[src/rtl/regfile_pkg.sv]
// Shared types and defaults for the multi-port register file.
// Optional feature macro: REGFILE_BYPASS_EN (write-to-read bypass).
package regfile_pkg;

   typedef enum logic {
      ST_INIT,
      ST_READY
   } state_t;

   localparam int DATA_W_DEF = 32;
   localparam int ADDR_W_DEF = 5;
   localparam int NUM_RD_MAX = 4;

endpackage

[src/rtl/regfile_init_ctrl.sv]
// Clear sequencer: walks every address after reset or on request,
// then raises ready.
module regfile_init_ctrl
   import regfile_pkg::*;
#(
   parameter int ADDR_W = ADDR_W_DEF
) (
   input  logic              clk,
   input  logic              rst_n,
   input  logic              init_req,
   output logic              ready,
   output logic [ADDR_W-1:0] clr_addr,
   output logic              clr_we
);

   state_t            state_q;
   state_t            state_d;
   logic [ADDR_W-1:0] cnt_q;
   logic [ADDR_W-1:0] cnt_d;

   always_ff @(posedge clk or negedge rst_n) begin
      if (!rst_n) begin
         state_q <= ST_INIT;
         cnt_q   <= '0;
         ready   <= 1'b0;
      end else begin
         state_q <= state_d;
         cnt_q   <= cnt_d;
         ready   <= (state_d == ST_READY);
      end
   end

   always_comb begin
      state_d = state_q;
      cnt_d   = cnt_q;
      clr_we  = 1'b0;
      unique case (state_q)
         ST_INIT: begin
            clr_we = 1'b1;
            cnt_d  = cnt_q + ADDR_W'(1);
            if (cnt_q == {ADDR_W{1'b1}})
               state_d = ST_READY;
         end
         ST_READY: begin
            if (init_req) begin
               state_d = ST_INIT;
               cnt_d   = '0;
            end
         end
         default: state_d = ST_INIT;
      endcase
   end

   assign clr_addr = cnt_q;

endmodule

[src/rtl/regfile_mp.sv]
// Multi-port register file: NUM_RD combinational reads, two prioritised
// writes, hardware clear. Define REGFILE_BYPASS_EN for write-to-read bypass.
module regfile_mp
   import regfile_pkg::*;
#(
   parameter int DATA_W   = DATA_W_DEF,
   parameter int ADDR_W   = ADDR_W_DEF,
   parameter int NUM_RD   = 2,
   parameter int ZERO_REG = 1
) (
   input  logic                     clk,
   input  logic                     rst_n,
   input  logic [NUM_RD*ADDR_W-1:0] rd_addr,
   output logic [NUM_RD*DATA_W-1:0] rd_data,
   input  logic                     we0,
   input  logic [ADDR_W-1:0]        wa0,
   input  logic [DATA_W-1:0]        wd0,
   input  logic                     we1,
   input  logic [ADDR_W-1:0]        wa1,
   input  logic [DATA_W-1:0]        wd1,
   input  logic                     init_req,
   output logic                     ready,
   output logic                     wr_conflict
);

   localparam int DEPTH = 1 << ADDR_W;

   if (NUM_RD < 1 || NUM_RD > NUM_RD_MAX) begin : g_bad_num_rd
      $error("regfile_mp: NUM_RD out of range");
   end

   logic [DATA_W-1:0] mem [DEPTH];
   logic [ADDR_W-1:0] clr_addr;
   logic              clr_we;
   logic              acc;
   logic              z0;
   logic              z1;
   logic              same;
   logic              w0_ok;
   logic              w1_ok;
   logic              conflict_d;

   regfile_init_ctrl #(
      .ADDR_W (ADDR_W)
   ) u_init (
      .clk      (clk),
      .rst_n    (rst_n),
      .init_req (init_req),
      .ready    (ready),
      .clr_addr (clr_addr),
      .clr_we   (clr_we)
   );

   // A write is accepted only in ST_READY and not on the re-init edge.
   assign acc   = ready & ~init_req;
   assign z0    = (ZERO_REG != 0) && (wa0 == '0);
   assign z1    = (ZERO_REG != 0) && (wa1 == '0);
   assign same  = (wa0 == wa1);
   assign w1_ok = acc & we1 & ~z1;
   assign w0_ok = acc & we0 & ~z0 & ~(w1_ok & same);

   assign conflict_d = acc & we0 & we1 & same & ~z0;

   always_ff @(posedge clk or negedge rst_n) begin
      if (!rst_n)
         wr_conflict <= 1'b0;
      else
         wr_conflict <= conflict_d;
   end

   always_ff @(posedge clk) begin
      if (clr_we) begin
         mem[clr_addr] <= '0;
      end else begin
         if (w0_ok)
            mem[wa0] <= wd0;
         if (w1_ok)
            mem[wa1] <= wd1;
      end
   end

   for (genvar k = 0; k < NUM_RD; k++) begin : g_rd
      logic [ADDR_W-1:0] a;
      logic [DATA_W-1:0] d;

      assign a = rd_addr[k*ADDR_W +: ADDR_W];

      always_comb begin
         d = mem[a];
`ifdef REGFILE_BYPASS_EN
         if (w1_ok && wa1 == a)
            d = wd1;
         else if (w0_ok && wa0 == a)
            d = wd0;
`endif
         if (!ready)
            d = '0;
         else if (ZERO_REG != 0 && a == '0)
            d = '0;
      end

      assign rd_data[k*DATA_W +: DATA_W] = d;
   end

endmodule

[config.mk]
export PLATFORM = sky130hd
export DESIGN_NAME = regfile_mp
export DESIGN_NICKNAME = d
export VERILOG_FILES = /design/src/rtl/regfile_pkg.sv /design/src/rtl/regfile_init_ctrl.sv /design/src/rtl/regfile_mp.sv
export SDC_FILE = /design/constraint.sdc
export NUM_CORES = 2
export LEC_CHECK = 0
export CAP_MARGIN = 25
export CORE_MARGIN = 2
export CORE_UTILIZATION = 50
export DETAILED_ROUTE_END_ITERATION = 10
export DONT_BUFFER_PORTS = 1
export PLACE_DENSITY = 0.78
export SYNTH_ARGS = -nofsm -noshare
export SYNTH_HDL_FRONTEND = slang
export SYNTH_SLANG_ARGS = --single-unit
export TNS_END_PERCENT = 20
[constraint.sdc]
create_clock -name clk -period 3.8 [get_ports clk]
set_input_delay 0.76 -clock clk [delete_from_list [all_inputs] [get_ports clk]]
set_output_delay 0.76 -clock clk [all_outputs]
set_load 0.01 [all_outputs]
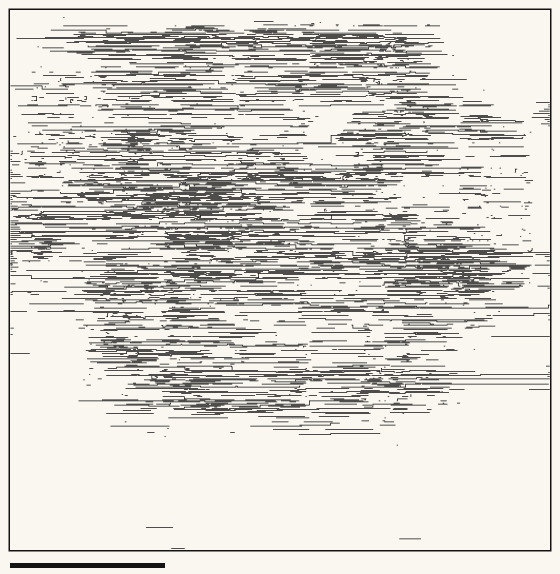
(signal wires on met3)
Scale bar: 100 um.
wire length on this layer: 37.7 mm
share of all routed wire: 18%
longest straight run: 198 um
main direction: horizontal
nets with wire on the layer: 621
total number of vias: 42,600
post-detailed-routing wire length: 210,000 um
fraction of met3 tracks used by global routing: 13.0%

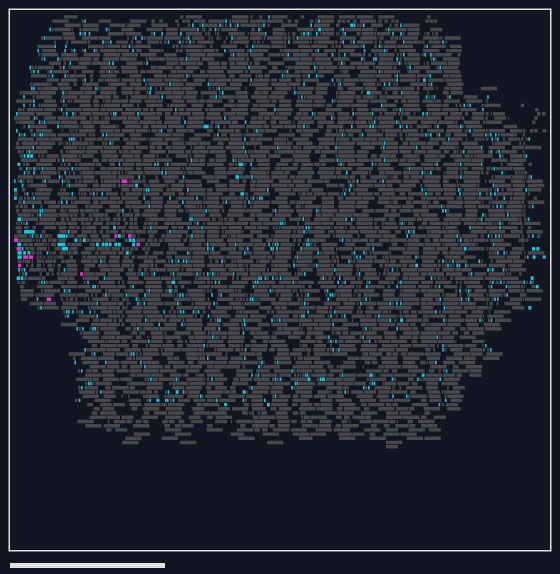
(logic cells by family)
Scale bar: 100 um.
| colour | family | cells | most used |
|---|---|---|---|
| cyan | NAND gates | 683 | nand2_1 |
| magenta | AND and OR gates | 11 | and3b_1 |
top logic cell by instance count in the layout: edfxtp_1
combinational share of cell area: 40.3%
Non-Filler Instances: 5,751

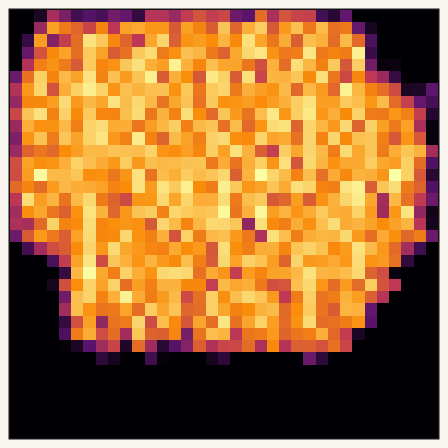
(cell area per tile)
35 x 35 tiles, from black (low) to pale yellow (high), 0 to 100% covered.
mean over tiles: 52%
nearly empty tiles: 28%
tiles over 75% full: 41%
fullest tile: 100%
FP Util: 50.3%
final core utilization: 55.1%

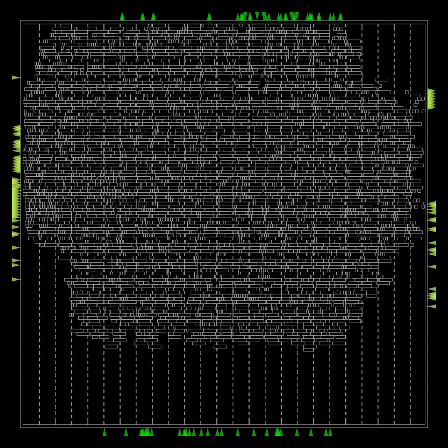
(cell outlines without signal wires)
number of standard-cell rows in the floorplan: 126
flop count: 1,031
register share of the cell area: 47.6%
placeable core region: 0.118 mm2

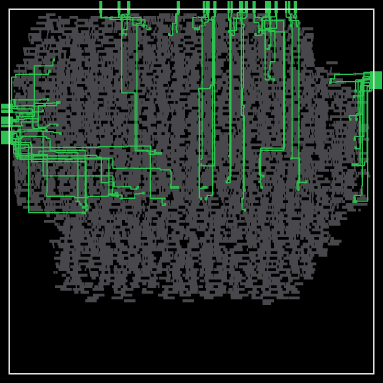
(port wiring)
| colour | port | bits | direction | edge | end cells | buffers | wire |
|---|---|---|---|---|---|---|---|
| green | `rd_data` | 64 | output | 32 north, 20 west, 12 east | 64 | 83 | 6,570 um |
Port Buffer Count: 0
number of top-level design ports: 155

-- worst min-delay path by stage --
| stage | depth (start not counted) | start | slack (ns) | to |
|---|---|---|---|---|
| after floorplan | 0 | rst_n | 0.46 | u_init.clr_addr[0] |
| after global placement | 0 | rst_n | 0.46 | u_init.clr_addr[4] |
| after detailed placement | 0 | rst_n | 0.46 | u_init.clr_addr[4] |
| after CTS | 1 | init_req | 0.13 | u_init.ready |
| after global routing | 1 | init_req | 0.16 | u_init.clr_addr[2] |
| final | 1 | init_req | 0.15 | u_init.ready |
-- metal layers --
| layer | wire, um | vias up | share of wire (%) |
|---|---|---|---|
| li1 | - | 16400 | - |
| met1 | 63900 | 20700 | 30 |
| met2 | 90100 | 4419 | 43 |
| met3 | 37700 | 1066 | 18 |
| met4 | 17700 | 10 | 8.5 |
| met5 | 155 | - | 0.074 |
==> run notes <==
The flow ran to the end, but the final reports show violations. The final reports fail on setup timing. The delay of the slowest cell on the worst path is 0.86 ns. Of the post-synthesis cell area, the part taken by muxes is 29.2%. The cell chosen for the clock root was clkbuf_16. The run gives 34.2% for the total routing resource utilization after global routing. In the synthesized netlist, the dominant kind of combinational cell is multiplexers. The dominant cell type by count on the critical path is mux4_2.

The total internal power is 21.8 mW, and the slack of the worst reg-to-reg path is 0.44 ns. The number of max-slew violations in the final report is 0, and the final-stage net count is 4,212. The flow measured a signed area growth from synthesis to layout of 9.48%. The cell-mix breakdown from Yosys lists the XOR/XNOR area share as 0.103%. The end of the critical path was rd_data[55]. In the synthesis report, Yosys lists the chip area as 0.0593 mm2.

In this run, power in combinational logic comes to 5.36 mW. Cells with a size suffix above 1 make up 35.4% of the layout. The biggest power consumer among the groups was registers. For this run, global-route usage on met2 was measured as 49.7%.

The number of buffers and inverters on the critical path was 1; the maximum clock frequency was 245 MHz. By area the synthesized netlist is led by edfxtp_1 52%, mux4_2 22%, mux2_2 7.3%, o21ai_0 5.8%, nand2_1 4.0%. According to the hold report, the worst path is of the primary input to flop type. The logs give 1 for the hold buffer count at cts and -0.0881 ns for the worst-case setup slack after placement.

Once layout is done, the placed cells without fillers occupy 0.0650 mm2. The vertical die dimension is 349 um. The register with the most flip-flops in the layout has 1,024 of them. The run gives 42,300 for the via count of the first global-routing pass.

Sort of element at the start of the critical path: a primary input. The cell count after synthesis came out at 4,318. OpenROAD reports that the post-layout worst path occupies 107% of the period. The overall overflow remaining after global route was 0. The run gives 44 for the OpenROAD warning count. Sequential cells were found to cover 52.1% of the synthesized design area.

The class occupying the most area after layout is reported as registers. In the routed layout, each cell is associated on average with a via count of 7.41. Yosys reported that registers with async set or reset make up 0.679%.

The cell type group with the largest total delay on the critical path is multiplexers. The simple-gate share of the synthesized area is 6.62%. Post-CTS timing repair inserted 0 buffers for setup. The startpoint of the worst-slack reg-to-reg timing path was u_init.ready. In this run, flip-flops and latches consume 48.2% of the power. The initial antenna violation count is 8. Data on the critical path is required at its endpoint by 3.04 ns.

Non-clock inverter instance count of the final layout: 38. Per the Yosys statistics, synthesis produced 4,318 cells. The global-route wire length before repair was 295,000 um; the clock buffer count from CTS was 103. Per the placement report, the placed cell count is 5,547. The classification of the worst setup path was primary input to output port. The run gives 0.0309 mm2 for the register area.

The flow reports that combinational logic draws 17.8% of the design power. After detailed routing, the average wire length per cell comes to 36.4 um. The run gives 0.0262 mm2 for the area of the multi-input gates.

Global route summary, busiest routing layer listed as met2. The synthesized design spends more area on one cell type than any other, namely edfxtp_1. For this run the detailed placement stage logged an HPWL of 118,000 um. For the sequential group, total power comes out at 14.5 mW. The total DRC errors in the routed layout was 0.

The net count of the mapped netlist came out at 4,409. RePlAce ended its routability-driven mode at a weighted congestion of 0.908. For the overall power after layout, the log shows 30.1 mW.

The run gives 42.5% for the met1 usage in global routing. The pin closest to its max-slew limit shows a slew of 1.28 ns. Endpoints failing hold in the final report were tallied at 0. Walking the worst path, the cells encountered are mux4_2 > mux4_2 > nor2_1 > nor4_1 > buf_4. With the post-route antenna net violation count at 0, the length of the first detailed-routing pass in iterations is 8. According to the cell report, the number of logic gates is 2,704. The logs give 1,031 for the sink count of the clock tree and 8,934 for the filler cell count. The pin count of the biggest net entering global routing came out at 258. The synthesized netlist devotes 7.09% of its cell area to compound gates.

The final timing report counts setup violations totalling 36. The run gives 0.402 mV as the highest ir drop seen on vdd. In this run, synthesis inferred 1,024 flip-flops with an integrated enable. With the portion of the layout cell area used by clock cells at 5.02%, the tally of unique sky130hd cells used after synthesis is 56. The maximum fanout encountered on the critical timing path was 257; the total power density per cell area was 463 mW/mm2. The tools report the max-capacitance violation count as 0. The most frequently used library cell after synthesis is edfxtp_1. For the post-route worst hold slack, the log shows 0.153 ns. The tools report the setup slack after layout as -0.283 ns. 10 antenna diodes ended up in the layout. For reference, the critical path is launched at rd_addr[5]. The run gives 0.121 mm2 for the die outline area. The slowest stage of the critical path is the mux4_2 cell.

For reference, the top cells by count after synthesis are 1,024 x edfxtp_1, 684 x o21ai_0, 636 x nand2_1. On the worst setup and hold paths after CTS, the clock-pin slew comes to 0.07 ns. STA puts the critical path data arrival time at 3.32 ns.

The register containing the most flip-flops in the final layout is mem. The net switching power in the latest report is 8.26 mW. The primary flip-flop cell chosen by synthesis mapping was edfxtp_1.

The tools report the worst slew margin relative to its limit as 15.0%. For the number of gates given a new drive strength after cts, the log shows 8. After the first detailed-routing iteration, the DRC count stood at 7,816. Counting flops and latches in the post-synthesis netlist gives 1,031.

The endpoint identified for the worst register-to-register timing path is mem[7][13]. The number of buffers on the longest clock path was 3; the final critical-path required period was 4.08 ns. In this run, the synthesized area fraction spent on adder and majority cells is recorded as 0.0422%. With the final setup skew at 0.0389 ns, the logic depth of the worst path, buffers included is 5. Number of clock buffer instances in the layout: 130. Switching portion of total power: 27.5%. In the layout the commonest cells are 1,024 x edfxtp_1, 672 x o21ai_0, 622 x nand2_1. The H-tree was split into 3 levels. The power report attributes to the clock group a share of 34.0%.

The total clock network power was 10.2 mW. The share of synthesized area in the top cell type comes to 51.8%.
Power and IR drop assume default switching activity.
